`src/rtl/mddc_devfsm_multichannel_pkg.sv`:
```
// Shared types and default register addresses for the multichannel device FSM.
// Channel and global state encodings match what the checker expects on ch_state/glob_state.
package mddc_devfsm_pkg;

   typedef enum logic [1:0] {
      OFF    = 2'd0,
      ARMING = 2'd1,
      ON     = 2'd2,
      DRAIN  = 2'd3
   } ch_state_e;

   typedef enum logic [1:0] {
      G_IDLE   = 2'd0,
      G_ACTIVE = 2'd1,
      G_FULL   = 2'd2
   } glob_state_e;

   localparam logic [31:0] DEF_EN_ADDR  = 32'd0;
   localparam logic [31:0] DEF_TS_ADDR  = 32'd4;
   localparam logic [31:0] DEF_STS_ADDR = 32'd8;

endpackage

```
`src/rtl/mddc_devfsm_multichannel_if.sv`:
```
// Snooped write-address/data bus; the bus model drives it, the device FSM observes it.
// A transfer happens on a clk edge with ready=1; access_type=1 marks a write, reads are ignored.
interface mddc_devfsm_multichannel_if #(
   parameter int ADDR_W = 32,
   parameter int DATA_W = 32
);
   logic              access_type;
   logic [ADDR_W-1:0] address;
   logic [DATA_W-1:0] data;
   logic              ready;

   modport master (output access_type, output address, output data, output ready);
   modport slave  (input  access_type, input  address, input  data, input  ready);
endinterface

```
`src/rtl/mddc_devfsm_multichannel_chan.sv`:
```
// One channel: OFF/ARMING/ON/DRAIN state machine with a down-counter for arm and drain delays.
// state_nxt is exported so the global FSM can update in the same cycle as the channel.
module mddc_devfsm_chan
   import mddc_devfsm_pkg::*;
#(
   parameter int TS_W = 16
) (
   input  logic            clk,
   input  logic            rst_n,
   input  logic            rise,
   input  logic            fall,
   input  logic [TS_W-1:0] ts_load,
   output ch_state_e       state,
   output ch_state_e       state_nxt,
   output logic            abort_set
);

   localparam logic [TS_W-1:0] CNT_ONE = TS_W'(1);

   logic [TS_W-1:0] cnt;
   logic [TS_W-1:0] cnt_nxt;

   always_comb begin
      state_nxt = state;
      cnt_nxt   = cnt;
      abort_set = 1'b0;
      case (state)
         OFF: begin
            if (rise) begin
               state_nxt = ARMING;
               cnt_nxt   = ts_load;
            end
         end
         ARMING: begin
            // A fall wins over an expiry landing on the same edge.
            if (fall) begin
               state_nxt = OFF;
               cnt_nxt   = '0;
               abort_set = 1'b1;
            end else if (cnt == '0) begin
               state_nxt = ON;
            end else begin
               cnt_nxt = cnt - CNT_ONE;
            end
         end
         ON: begin
            if (fall) begin
               state_nxt = DRAIN;
               cnt_nxt   = ts_load;
            end
         end
         DRAIN: begin
            if (rise) begin
               state_nxt = ON;
               cnt_nxt   = '0;
            end else if (cnt == '0) begin
               state_nxt = OFF;
            end else begin
               cnt_nxt = cnt - CNT_ONE;
            end
         end
         default: begin
            state_nxt = OFF;
            cnt_nxt   = '0;
         end
      endcase
   end

   always_ff @(posedge clk or negedge rst_n) begin
      if (!rst_n) begin
         state <= OFF;
         cnt   <= '0;
      end else begin
         state <= state_nxt;
         cnt   <= cnt_nxt;
      end
   end

endmodule

```
`src/rtl/mddc_devfsm_multichannel.sv`:
```
// N-channel device behaviour model: shadows EN/TS/STS registers from the snooped bus,
// runs one timed FSM per channel and a global IDLE/ACTIVE/FULL summary FSM.
module mddc_devfsm_multichannel
   import mddc_devfsm_pkg::*;
#(
   parameter int                NUM_CH   = 4,
   parameter int                ADDR_W   = 32,
   parameter int                DATA_W   = 32,
   parameter logic [ADDR_W-1:0] EN_ADDR  = ADDR_W'(DEF_EN_ADDR),
   parameter logic [ADDR_W-1:0] TS_ADDR  = ADDR_W'(DEF_TS_ADDR),
   parameter logic [ADDR_W-1:0] STS_ADDR = ADDR_W'(DEF_STS_ADDR),
   parameter int                TS_W     = 16
) (
   input  logic                         clk,
   input  logic                         rst_n,
   mddc_devfsm_multichannel_if.slave    bus,
   output logic [2*NUM_CH-1:0]          ch_state,
   output logic [NUM_CH-1:0]            feedback,
   output logic [NUM_CH-1:0]            abort,
   output logic [1:0]                   glob_state
);

   logic              wr;
   logic              en_wr;
   logic              ts_wr;
   logic              sts_wr;
   logic [NUM_CH-1:0] en_new;
   logic [NUM_CH-1:0] en_reg;
   logic [TS_W-1:0]   ts_reg;
   logic [NUM_CH-1:0] abort_q;
   logic [NUM_CH-1:0] abort_set_v;
   logic [NUM_CH-1:0] clr_mask;
   logic [NUM_CH-1:0] rise;
   logic [NUM_CH-1:0] fall;
   logic [NUM_CH-1:0] on_nxt;
   glob_state_e       glob_q;
   glob_state_e       glob_nxt;
   ch_state_e         st     [NUM_CH];
   ch_state_e         st_nxt [NUM_CH];
   logic              unused_data;

   assign wr     = bus.ready & bus.access_type;
   assign en_wr  = wr && (bus.address == EN_ADDR);
   assign ts_wr  = wr && (bus.address == TS_ADDR);
   assign sts_wr = wr && (bus.address == STS_ADDR);
   assign en_new = bus.data[NUM_CH-1:0];
   assign unused_data = ^bus.data;

   // Channel events exist only on an EN write and only for bits that actually toggle.
   assign rise     = en_wr  ? (en_new & ~en_reg) : '0;
   assign fall     = en_wr  ? (~en_new & en_reg) : '0;
   assign clr_mask = sts_wr ? bus.data[NUM_CH-1:0] : '0;

   always_ff @(posedge clk or negedge rst_n) begin
      if (!rst_n) begin
         en_reg  <= '0;
         ts_reg  <= '0;
         abort_q <= '0;
      end else begin
         if (en_wr) en_reg <= en_new;
         if (ts_wr) ts_reg <= bus.data[TS_W-1:0];
         abort_q <= (abort_q & ~clr_mask) | abort_set_v;
      end
   end

   for (genvar i = 0; i < NUM_CH; i++) begin : g_ch
      mddc_devfsm_chan #(.TS_W(TS_W)) u_chan (
         .clk       (clk),
         .rst_n     (rst_n),
         .rise      (rise[i]),
         .fall      (fall[i]),
         .ts_load   (ts_reg),
         .state     (st[i]),
         .state_nxt (st_nxt[i]),
         .abort_set (abort_set_v[i])
      );
      assign ch_state[2*i +: 2] = st[i];
      assign feedback[i]        = (st[i] == ON);
      assign on_nxt[i]          = (st_nxt[i] == ON);
   end

   // Built from next channel states so glob_state moves on the same edge as feedback.
   always_comb begin
      glob_nxt = G_IDLE;
      if (&on_nxt)      glob_nxt = G_FULL;
      else if (|on_nxt) glob_nxt = G_ACTIVE;
   end

   always_ff @(posedge clk or negedge rst_n) begin
      if (!rst_n) glob_q <= G_IDLE;
      else        glob_q <= glob_nxt;
   end

   assign glob_state = glob_q;
   assign abort      = abort_q;

endmodule

```
`src/flat_wrapper.sv`:
```
// flat-port wrapper written by rule: the top's interface ports become plain ports
module mddc_devfsm_multichannel_flat import mddc_devfsm_pkg::*;
#(
   parameter int                NUM_CH   = 4,
   parameter int                ADDR_W   = 32,
   parameter int                DATA_W   = 32,
   parameter logic [ADDR_W-1:0] EN_ADDR  = ADDR_W'(DEF_EN_ADDR),
   parameter logic [ADDR_W-1:0] TS_ADDR  = ADDR_W'(DEF_TS_ADDR),
   parameter logic [ADDR_W-1:0] STS_ADDR = ADDR_W'(DEF_STS_ADDR),
   parameter int                TS_W     = 16
)
  (clk, rst_n, ch_state, feedback, abort, glob_state, bus_access_type, bus_address, bus_data, bus_ready);
  mddc_devfsm_multichannel_if #(.ADDR_W(ADDR_W), .DATA_W(DATA_W)) bus_i ();
  input  logic clk;
  input  logic rst_n;
  output logic [2*NUM_CH-1:0] ch_state;
  output logic [NUM_CH-1:0] feedback;
  output logic [NUM_CH-1:0] abort;
  output logic [1:0] glob_state;
  input wire logic [$bits(bus_i.access_type)-1:0] bus_access_type;
  input wire logic [$bits(bus_i.address)-1:0] bus_address;
  input wire logic [$bits(bus_i.data)-1:0] bus_data;
  input wire logic [$bits(bus_i.ready)-1:0] bus_ready;
  assign bus_i.access_type = bus_access_type;
  assign bus_i.address = bus_address;
  assign bus_i.data = bus_data;
  assign bus_i.ready = bus_ready;
  mddc_devfsm_multichannel #(.NUM_CH(NUM_CH), .ADDR_W(ADDR_W), .DATA_W(DATA_W), .EN_ADDR(EN_ADDR), .TS_ADDR(TS_ADDR), .STS_ADDR(STS_ADDR), .TS_W(TS_W)) u_core (.clk(clk), .rst_n(rst_n), .bus(bus_i), .ch_state(ch_state), .feedback(feedback), .abort(abort), .glob_state(glob_state));
endmodule
```
`config.mk`:
```
export PLATFORM = sky130hd
export DESIGN_NAME = mddc_devfsm_multichannel_flat
export DESIGN_NICKNAME = d
export VERILOG_FILES = /design/src/rtl/mddc_devfsm_multichannel_pkg.sv /design/src/rtl/mddc_devfsm_multichannel_if.sv /design/src/rtl/mddc_devfsm_multichannel_chan.sv /design/src/rtl/mddc_devfsm_multichannel.sv /design/src/flat_wrapper.sv
export SDC_FILE = /design/constraint.sdc
export NUM_CORES = 1
export LEC_CHECK = 0
export CORE_UTILIZATION = 36
export DETAILED_ROUTE_END_ITERATION = 16
export PLACE_DENSITY = 0.58
export SETUP_SLACK_MARGIN = 0.3
export SLEW_MARGIN = 30
export SYNTH_ARGS = -nofsm -noshare
export SYNTH_HDL_FRONTEND = slang
export SYNTH_HIERARCHICAL = 1
export SYNTH_SLANG_ARGS = --single-unit
```
`constraint.sdc`:
```
create_clock -name clk -period 2.4 [get_ports clk]
set_input_delay 0.72 -clock clk [delete_from_list [all_inputs] [get_ports clk]]
set_output_delay 0.72 -clock clk [all_outputs]
set_load 0.02 [all_outputs]
```
Met1 routing:
Scale: 3 px per µm. Supply wires on this layer in grey.
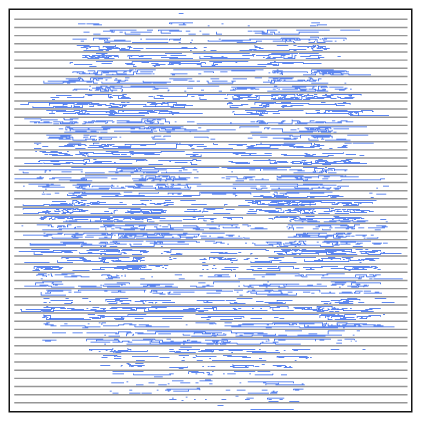
wire length on this layer: 8910 µm
share of all routed wire: 42%
longest straight run: 40.9 µm

Metal 2:
Scale: 2 px per µm.
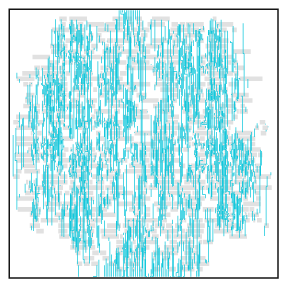
longest straight run: 59.5 µm
wire length on this layer: 10700 µm
main direction: vertical
share of all routed wire: 51%

Metal 3:
Scale: 3 px per µm.
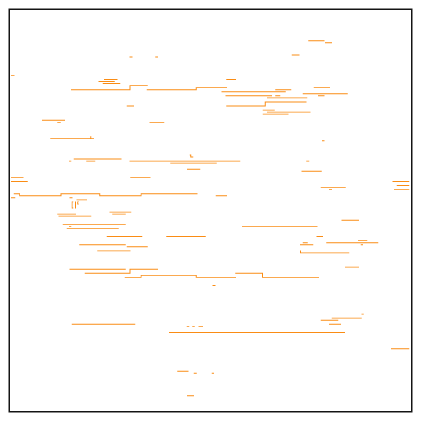
longest straight run: 58.4 µm
main direction: horizontal
share of all routed wire: 4.1%
wire length on this layer: 870 µm

M4 wires:
Scale: 3 px per µm. Supply wires on this layer in grey.
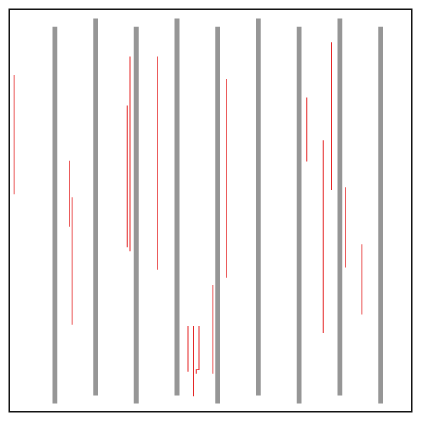
main direction: vertical
wire length on this layer: 619 µm
Vias: 6091
WL final: 21.06 mm

Cell placement:
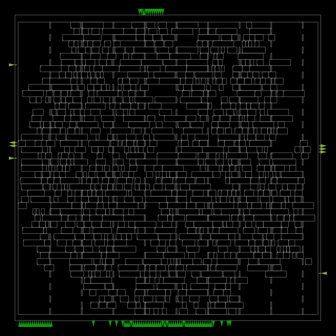
row cnt: 47
Tapcell Cnt: 220

placed cells by master, fill, tap and decap left out, drive strengths merged, types with 8 or more instances in the layout:
cell type      count
nand3             21
a22oi             16
a221o              8
or3                9
dfrtp             98
o22ai             20
nor2b             12
dlygate4sd2       10
nor2              50
clkbuf            21
clkdlybuf4s15      8
nor3              15
nand2b            13
a21oi             15
mux2              22
and3b              8
nor4              24
o211ai            11
nand2             53
inv               11
clkdlybuf4s50     23
buf              188
mux2i             29
xor2              16
o21ai             45
nand4             14
cell families after synthesis:
group,Yosys count,share of synthesized area [%]
adders and majority gates,7,1.403
xor gates and xnor gates,18,2.526
AOI/OAI and AO/OA,154,16.90
and+or+nand+nor,255,26.38
buffers and inverters,33,2.646
DFF,98,39.29
muxes,55,10.85
per-stage QoR:
step | hold WS [ps] | setup TNS [ps]
6_report | 278.7 | -23300
5_1_grt | 300.4 | -34360
4_1_cts | 288.5 | -22050
3_5_place_dp | 493.5 | -85830
3_3_place_gp | 477.7 | -79850
2_1_floorplan | 424.4 | -24980
where the power goes:
| part | switching, mW | leakage (nW) | total, mW | internal [mW] |
|---|---|---|---|---|
| clock network | 0.662 | 0.142 | 1.46 | 0.802 |
| registers | 0.00000000470 | 1.35 | 1.65 | 1.65 |
| logic | 0.0758 | 3.00 | 0.154 | 0.0786 |
| total | 0.738 | 4.49 | 3.27 | 2.53 |
layout make-up:
cell class | instances | area, µm² | area share (%)
Clock inverter | 6 | 57.56 | 0.5995
Clock buffer | 10 | 229.0 | 2.385
Timing Repair Buffer | 242 | 2205 | 22.96
Multi-Input combinational cell | 489 | 4338 | 45.18
Inverter | 11 | 41.29 | 0.4301
Sequential cell | 98 | 2455 | 25.57
Tap cell | 220 | 275.3 | 2.867
synthesized netlist by cell type, drive strengths merged, types with 4 or more instances:
master   n
nor2b   12
clkbuf  12
nand4   14
buf     10
mux4     4
mux2    22
or3      9
nor3b    6
o311ai   5
nand2   53
a21oi   15
nand3   21
xor2    16
nor4    24
dfrtp   98
and3b    8
ha       7
o22ai   20
o211ai  11
a221o    8
a22oi   16
or4      5
nor3    15
nor2    50
nor4b    6
o41ai    7
o21a     4
mux2i   29
nand4b   5
a31oi    7
o21ai   45
inv     11
nand2b  13
how the worst min path moves through the flow:
stage               slack (ps)              from                           end  cells past startpoint
floorplan                  420             rst_n               u_core/abort[0]                      0
global placement           480  u_core/en_reg[0]              u_core/en_reg[0]                      1
detailed placement         490  u_core/en_reg[0]              u_core/en_reg[0]                      1
CTS                        290             rst_n  u_core/g_ch[0].u_chan/cnt[3]                      1
global route               300             rst_n  u_core/g_ch[0].u_chan/cnt[3]                      1
finish                     280             rst_n  u_core/g_ch[0].u_chan/cnt[3]                      1
timing repair:
| action | in CTS | in global routing |
|---|---|---|
| pin swaps | 37 | 58 |
| resized | 163 | 131 |
| gates cloned | 0 | 1 |
| setup endpoints to repair | 109 | 102 |
| setup buffers | 19 | 18 |
metal layers:
metal  part of all wire [%]  vias up  GRT usage (%)
met5                      0        -              0
met4                    2.9        0          7.765
met3                    4.1       36          4.566
met2                     51      159          40.08
met1                     42     3056          30.92
li1                       -     2840              -
==> flow_summary.yaml <==
# implementation run metrics
outcome:
  status: "finished with violations"
  violations: "negative setup slack"
clocking:
  clk_path_buf_depth: 2
  cts_buffers: 9
  path_clk_slew_ps: 70
  htree_levels: 3
  numClockSinks: 98
  clk_latency_ps: 360
  tritoncts: "done"
  hold_buffers: 0
  cts_root_buf: "clkbuf_16"
global_routing:
  antenna_found_initial: 0
  grt_pass1_vias: 6092
  globalRoute.totalOverflow: 0
  grt_max_degree: 51
  grt_pass1_wl_mm: 33.03
  grt_usage_pct: 23.90
synthesis:
  fp_nets: 695
  yosys.area.top_type: "dfrtp_1"
  synth_warnings: 6
  synth_area_mm2: 0.006241
  yosys_area_mm2: 0.006241
  syn_inst: 620
  area_leaders: "dfrtp_1, mux2i_1, o21ai_0, nand2_1, nor4_4"
  yosys.area.top_type_share_pct: 39.29
  synth_cell_types: 72
  synth-seq-cells: 98
  synth-main-ff-cell: "dfrtp_1"
  postSynthSeqShare_pct: 39.29
worst_setup_path:
  crit_slowest_cell: "or4b_4"
  path_buffers: 1
  timing.critical_path.fanout_max: 4
  cp_top_family: "simple AND/OR/NAND/NOR gates"
  crit_type: "input port to flop"
  r2r-end: "u_core/glob_state[0]"
  r2r_start: "u_core/g_ch[3].u_chan/cnt[4]"
  crit_path_frequent_cell: "nor4_4"
  r2r_cells: 8
  critical_path.endpoint: "u_core/g_ch[3].u_chan/cnt[15]"
  cp-start-kind: "input port"
  critPathRequiredTime_ps: 2690
  path_depth: 10
  r2r_slack_ps: -240
  max_stage_delay_ps: 550
  crit_chain: "buf_6, nor4_4, nand4_4, nor4_4, and3b_2, mux2i_4, and2_4, or4_4, or4b_4, nand3_2"
  startpoint: "bus_address[30]"
  crit_path_end_kind: "flop"
  critPathArrivalTime_ps: 3270
flow_run:
  maxCapViolCount: 0
  warnings: 48
placed_design:
  dpl.cell_count: 1022
  post-place-ws_ps: -1301
  hpwlAfterDp_mm: 14.83
  place.gp.congestion: 0.8922
die:
  die_x_um: 133.7
  ios: 86
  dieHeight_um: 133.7
  fp_util_pct: 37.24
  core_area_mm2: 0.01676
  chipArea_mm2: 0.01787
power_and_ir_drop:
  ir_drop_mv: 0.3564
  power.density_mw_per_mm2: 340.5
  fin_total_pwr_mw: 3.269
  leakage_nw: 4.493
route:
  drt-initial-drc-count: 491
  ant_nets: 0
  dr.pass1.iters: 5
  routedWlPerCell_um: 19.57
  drc: 0
  vias_per_cell: 5.661
final_timing:
  finalCritPeriodShare_pct: 124.3
  finalSetupViolCount: 72
  fin_crit_ps: 2983
  hold_viol: 0
  skew_ps: 6.290
  fmax_mhz: 335.3
  rsz0062_at_grt: "yes"
  worst_pin_slew_ps: 671.3
  layout_setup_ws_ps: -582.7
worst_hold_path:
  hold_path.class: "input port to asynchronous set/reset pin"
layout:
  final_util_pct: 57.28
  drive_gt1_share_pct: 44.51
  fill_cells: 1442
  area_growth_pct: 53.83
  final_cells: 1076
  diodes: 0
  largest_reg_flops: 64
  nets: 926
  design_area_mm2: 0.009600
Power and IR drop assume default switching activity.
